**src/rtl/cpu_pkg.sv**
```systemverilog
// Shared definitions for the 8-bit CPU control path: opcodes, FSM states,
// flag bit positions, ACC source encodings and the opcode classifier.
package cpu_pkg;

   localparam logic [3:0] OP_NOP = 4'h0;
   localparam logic [3:0] OP_LDA = 4'h1;
   localparam logic [3:0] OP_LDB = 4'h2;
   localparam logic [3:0] OP_STA = 4'h3;
   localparam logic [3:0] OP_LDI = 4'h4;
   localparam logic [3:0] OP_ALU = 4'h5;
   localparam logic [3:0] OP_JMP = 4'h6;
   localparam logic [3:0] OP_JC  = 4'h7;
   localparam logic [3:0] OP_JZ  = 4'h8;
   localparam logic [3:0] OP_HLT = 4'hF;

   localparam int unsigned FLAG_C = 0;
   localparam int unsigned FLAG_Z = 1;

   typedef enum logic [2:0] {
      ST_FETCH,
      ST_DECODE,
      ST_MEM,
      ST_EXEC,
      ST_HALT
   } state_t;

   typedef enum logic [1:0] {
      ACC_SRC_ALU = 2'd0,
      ACC_SRC_MEM = 2'd1,
      ACC_SRC_IMM = 2'd2
   } acc_src_t;

   typedef enum logic [2:0] {
      CLS_NOP,
      CLS_LOAD_A,
      CLS_LOAD_B,
      CLS_STORE,
      CLS_IMM,
      CLS_ALU,
      CLS_BRANCH,
      CLS_HALT
   } op_class_t;

   // Opcodes 9..E are reserved and execute as NOP.
   function automatic op_class_t classify(input logic [3:0] op);
      case (op)
         OP_LDA:               return CLS_LOAD_A;
         OP_LDB:               return CLS_LOAD_B;
         OP_STA:               return CLS_STORE;
         OP_LDI:               return CLS_IMM;
         OP_ALU:               return CLS_ALU;
         OP_JMP, OP_JC, OP_JZ: return CLS_BRANCH;
         OP_HLT:               return CLS_HALT;
         default:              return CLS_NOP;
      endcase
   endfunction

endpackage

```
**src/rtl/instr_decode.sv**
```systemverilog
// Combinational instruction decode: opcode class, branch resolution against
// the latched flags, branch target and data-page address.
module instr_decode
   import cpu_pkg::*;
#(
   parameter logic [3:0] DATA_PAGE = 4'hF
) (
   input  logic [7:0] ir,
   input  logic [1:0] flags,
   output op_class_t  op_class,
   output logic       branch_taken,
   output logic [7:0] branch_target,
   output logic [7:0] data_addr
);

   logic [3:0] opcode;
   logic [3:0] operand;

   assign opcode        = ir[7:4];
   assign operand       = ir[3:0];
   assign op_class      = classify(opcode);
   assign branch_target = {operand, 4'h0};
   assign data_addr     = {DATA_PAGE, operand};

   always_comb begin
      branch_taken = 1'b0;
      case (opcode)
         OP_JMP:  branch_taken = 1'b1;
         OP_JC:   branch_taken = flags[FLAG_C];
         OP_JZ:   branch_taken = flags[FLAG_Z];
         default: branch_taken = 1'b0;
      endcase
   end

endmodule

```
**src/rtl/control_unit.sv**
```systemverilog
// Multi-cycle FETCH/DECODE/MEM/EXEC/HALT controller for the 8-bit CPU.
// All strobes are decoded combinationally from the state register and IR.
module control_unit
   import cpu_pkg::*;
#(
   parameter logic [7:0] PC_RESET  = 8'h00,
   parameter logic [3:0] DATA_PAGE = 4'hF
) (
   input  logic       clk,
   input  logic       rst,
   input  logic [7:0] mem_rdata,
   input  logic       mem_ready,
   input  logic [7:0] alu_flag,
   output logic [7:0] mem_addr,
   output logic       mem_rd,
   output logic       mem_we,
   output logic [3:0] alu_sel,
   output logic       acc_we,
   output logic [1:0] acc_src,
   output logic       b_we,
   output logic [7:0] imm,
   output logic [7:0] pc,
   output logic [1:0] flags,
   output logic       halted
);

   state_t     state;
   state_t     state_nxt;
   logic [7:0] pc_q;
   logic [7:0] ir_q;
   logic [1:0] flags_q;

   op_class_t  op_class;
   logic       branch_taken;
   logic [7:0] branch_target;
   logic [7:0] data_addr;

   logic [5:0] unused_alu_flag;
   assign unused_alu_flag = alu_flag[7:2];

   instr_decode #(
      .DATA_PAGE(DATA_PAGE)
   ) u_decode (
      .ir           (ir_q),
      .flags        (flags_q),
      .op_class     (op_class),
      .branch_taken (branch_taken),
      .branch_target(branch_target),
      .data_addr    (data_addr)
   );

   assign pc    = pc_q;
   assign flags = flags_q;
   assign imm   = {4'h0, ir_q[3:0]};

   always_ff @(posedge clk) begin
      if (rst) begin
         state   <= ST_FETCH;
         pc_q    <= PC_RESET;
         ir_q    <= '0;
         flags_q <= '0;
      end else begin
         state <= state_nxt;
         case (state)
            ST_FETCH: begin
               if (mem_ready) begin
                  ir_q <= mem_rdata;
                  pc_q <= pc_q + 8'd1;
               end
            end
            ST_DECODE: begin
               if (branch_taken) pc_q <= branch_target;
            end
            ST_EXEC: begin
               flags_q[FLAG_Z] <= alu_flag[FLAG_Z];
               flags_q[FLAG_C] <= alu_flag[FLAG_C];
            end
            default: ;
         endcase
      end
   end

   always_comb begin
      state_nxt = state;
      mem_addr  = pc_q;
      mem_rd    = 1'b0;
      mem_we    = 1'b0;
      alu_sel   = ir_q[3:0];
      acc_we    = 1'b0;
      acc_src   = ACC_SRC_ALU;
      b_we      = 1'b0;
      halted    = 1'b0;
      case (state)
         ST_FETCH: begin
            mem_rd = 1'b1;
            if (mem_ready) state_nxt = ST_DECODE;
         end
         ST_DECODE: begin
            case (op_class)
               CLS_IMM: begin
                  acc_we    = 1'b1;
                  acc_src   = ACC_SRC_IMM;
                  state_nxt = ST_FETCH;
               end
               CLS_LOAD_A, CLS_LOAD_B, CLS_STORE: state_nxt = ST_MEM;
               CLS_ALU:                           state_nxt = ST_EXEC;
               CLS_HALT:                          state_nxt = ST_HALT;
               default:                           state_nxt = ST_FETCH;
            endcase
         end
         ST_MEM: begin
            // Request stays up until the memory completes; load strobes fire only then.
            mem_addr = data_addr;
            mem_rd   = (op_class != CLS_STORE);
            mem_we   = (op_class == CLS_STORE);
            if (mem_ready) begin
               if (op_class == CLS_LOAD_A) begin
                  acc_we  = 1'b1;
                  acc_src = ACC_SRC_MEM;
               end
               b_we      = (op_class == CLS_LOAD_B);
               state_nxt = ST_FETCH;
            end
         end
         ST_EXEC: begin
            alu_sel   = ir_q[3:0];
            acc_we    = 1'b1;
            acc_src   = ACC_SRC_ALU;
            state_nxt = ST_FETCH;
         end
         ST_HALT: begin
            halted = 1'b1;
         end
         default: state_nxt = ST_FETCH;
      endcase
   end

endmodule

```
**config.mk**
```make
export PLATFORM = sky130hd
export DESIGN_NAME = control_unit
export DESIGN_NICKNAME = d
export VERILOG_FILES = /design/src/rtl/cpu_pkg.sv /design/src/rtl/instr_decode.sv /design/src/rtl/control_unit.sv
export SDC_FILE = /design/constraint.sdc
export NUM_CORES = 1
export LEC_CHECK = 0
export CAP_MARGIN = 20
export CORE_AREA = 3 3 65 67
export CTS_BUF_LIST = sky130_fd_sc_hd__clkbuf_4 sky130_fd_sc_hd__clkbuf_8 sky130_fd_sc_hd__clkbuf_16
export CTS_CLUSTER_DIAMETER = 60
export CTS_CLUSTER_SIZE = 28
export DETAILED_ROUTE_END_ITERATION = 16
export DIE_AREA = 0 0 68 70
export GPL_TIMING_DRIVEN = 0
export MAX_ROUTING_LAYER = met4
export PLACE_DENSITY = 0.73
export SLEW_MARGIN = 15
export SYNTH_ARGS = -nofsm -noshare
export SYNTH_HDL_FRONTEND = slang
export SYNTH_SLANG_ARGS = --single-unit
```
**constraint.sdc**
```tcl
create_clock -name clk -period 3.45 [get_ports clk]
set_input_delay 0.69 -clock clk [delete_from_list [all_inputs] [get_ports clk]]
set_output_delay 0.69 -clock clk [all_outputs]
set_load 0.02 [all_outputs]
```
==> flow_summary.toml <==
# generated from flow reports
[cells_and_area]
seq_area_um2 = 480.5
num-nonclk-inverters = 1
comb.multi_input.count = 132
multi_input_comb_area_um2 = 840.8
nonClockBufferCount = 66
fill_cells = 362
combAreaFraction_pct = 41.00
final_layout_top_logic_cells = "45 x clkdlybuf4s50_1, 31 x nand2_1, 24 x dfxtp_1"
layout.cells.most_common = "clkdlybuf4s50_1"
biggest_cell_category_by_area_in_the_final_layout = "logic gates"
layout.buffer.nonclock.area_share_pct = 28.98
seqAreaFraction_pct = 23.43
area_growth_pct = 40.81
design.final.nets = 248
clk_share_pct = 3.478

[die]
std_cell_rows = 22
placeableCoreArea_um2 = 3689
die_y_um = 70
pin_count = 56
die_width_um = 68

[placement]
gp_routability_congestion = 0.8549
dpl.cell_count = 271
portBuffers = 45

[power]
leakagePower_nw = 0.7883
design_power_total_mw = 0.7089
power-per-cell-area_nw_per_um2 = 345.7
vdd.ir_drop.worst_v = 0.0001956

[synth]
yosys.area_share.simple_pct = 34.02
sequential_to_total_area_share_from_yosys_stat_pct = 32.99
syn_inst = 175
synth_xor_xnor_area_share_pct = 1.804
synth-edff-count = 0
synth-cells-yosys = 175
ys.flops = 24
synth_cell_type_count = 52
postSynthAreaPerCell_um2 = 8.322
async_reset_ff_share_pct = 0
netlist_area_um2 = 1456

[global_route]
maximum_number_of_pins_on_one_net_before_global_route_repair = 15
global_route.overflow_total = 0
via_count_of_the_first_global_routing_pass = 1321
grt_antenna_before_repair = 0
grt_first_pass_wirelength_um = 6009

[setup_path]
setup.worst_path.class = "reg -> out"
crit_path_drt_ns = 2.76
largest_delay_contributor_family_on_the_critical_path = "buffers and inverters"
crit_end_category = "output pin"
crit_arrival_ns = 2.47
setup.worst_path.start = "state[1]"
setup.reg_to_reg.worst_slack_ns = 1.44
worst_path_max_delay_cell = "clkdlybuf4s50_1"
worstPathMaxFanout = 10
worstReg2RegStart = "state[2]"
worstPathCellList = "buf_6 > nor2b_1 > nor2b_1 > clkbuf_2 > mux2_2 > clkdlybuf4s50_1"
cp_slowest_stage_delay_ns = 0.54
number_of_buffers_and_inverters_on_the_critical_path = 3

[final_timing]
unrepaired_setup_endpoints_after_global_routing = "false"
relSlewSlack_pct = 63.31
report.final.setup_viol = 0
final_tns_setup_ns = 0
achievable-frequency_mhz = 316.3
final_period_minus_worst_setup_slack_ns = 3.161
maxSlewViolCount = 0
report.final.hold_viol_count = 0
clock_skew_ns = 0.002766

[drt]
wire_per_inst_um = 12.71
first_pass_iters = 4
dr.first_iter.drc_count = 46

[clocking]
tritoncts = "yes"
max-clock-path-buffers = 2
cts.reportedPaths.clkPinSlew_ns = 0.09
clock_insertion_delay_worst_skew_ns = 0.27
clock_tree.root_cell = "clkbuf_8"
post-cts-setup-buffer-count = 0

[run_status]
status = "finished clean"

[hold_path]
hold_path.startpoint = "flags[1]"
hold_path_class = "reg -> reg"

[flow_run]
cap_violations = 0
metal layers:
metal	share of wire, %	vias up
met5	0	-
met3	7.1	5
met2	47	52
met1	44	640
met4	1.9	0
li1	-	717
path summary, 6_finish.rpt:
kind / end / depth (start not counted)
max: mem_addr[2] / 6
min: flags[1] / 2
max reg2reg: u_decode.op_class[0] / 6
min reg2reg: flags[1] / 2
through the flow:
step	utilization (%)	worst slack, ns	instance area [µm²]
floorplan	-	0.9358	1468
global placement	53.63	0.4472	1978
detailed placement	53.63	0.4347	1978
CTS	55.56	0.1320	2049
global route	55.60	0.1083	2051
finish	55.60	0.2887	2051
state kept, by name (all words and copies together), names as in the netlist:
register and count:
pc 8, u_decode.op_class 3, ir_q 8, flags 2, state 3
what timing repair did:
item | CTS | global route
hold buffers | 0 | 0
setup endpoints to repair | 0 | 3
hold endpoints to repair | 0 | 0
gates resized | 0 | 2
cell usage after synthesis, types with 2 or more instances:
library cell / n / area [µm²]
nand4_1: 2 / 12.51
xor2_1: 2 / 17.52
buf_4: 12 / 90.09
buf_6: 2 / 22.52
nand3b_1: 2 / 15.01
and4b_1: 2 / 20.02
dfxtp_1: 24 / 480.5
nor4_1: 2 / 12.51
nand2_1: 31 / 116.4
nand2b_1: 3 / 18.77
nor2_1: 6 / 22.52
a21oi_1: 13 / 65.06
or2_2: 4 / 25.02
nor4b_4: 2 / 47.55
nor3_1: 3 / 15.01
clkbuf_1: 4 / 15.01
buf_2: 3 / 15.01
mux2_2: 4 / 45.04
a31o_1: 2 / 17.52
nor2b_1: 6 / 37.54
a31oi_1: 2 / 12.51
o21ai_0: 6 / 30.03
nand3_1: 9 / 45.04
where the power goes:
part	switching [mW]	internal (mW)
Clock	0.0947	0.155
Combinational	0.0741	0.0765
Sequential	0.0185	0.290
Total	0.187	0.522
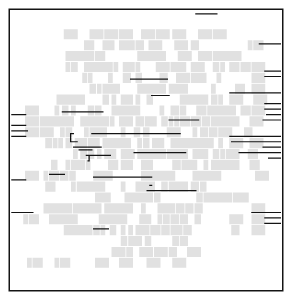
**Above:** met3 routing.
Drawn at 4 px/µm. Cells faint in the background.
main direction: horizontal
longest straight run: 22.1 µm
wire length on this layer: 250 µm
share of all routed wire: 7.1%

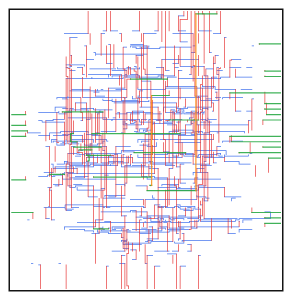
**Above:** wiring by layer.
Drawn at 4 px/µm.
| color | layer | wire length |
|---|---|---|
| red | met2 | 1640 µm |
| orange | met4 | 66.6 µm |
| green | met3 | 250 µm |
| blue | met1 | 1540 µm |
Global Route Usage Sum: 16.49%
overall via count from detail_route: 1414
Final Routed Wirelength: 3495 µm

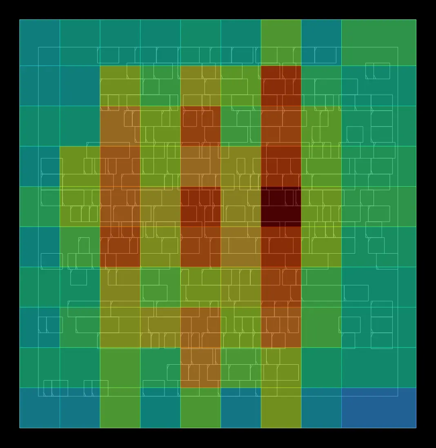
**Above:** routing congestion.
GRT busiest layer: met2
met2 Resource Use GR: 24.84%
met1 track demand over resource in global routing: 21.14%
Finished Core Util: 55.60%
met3 capacity usage during global routing: 2.733%

Power is estimated from default activity; no workload was simulated.
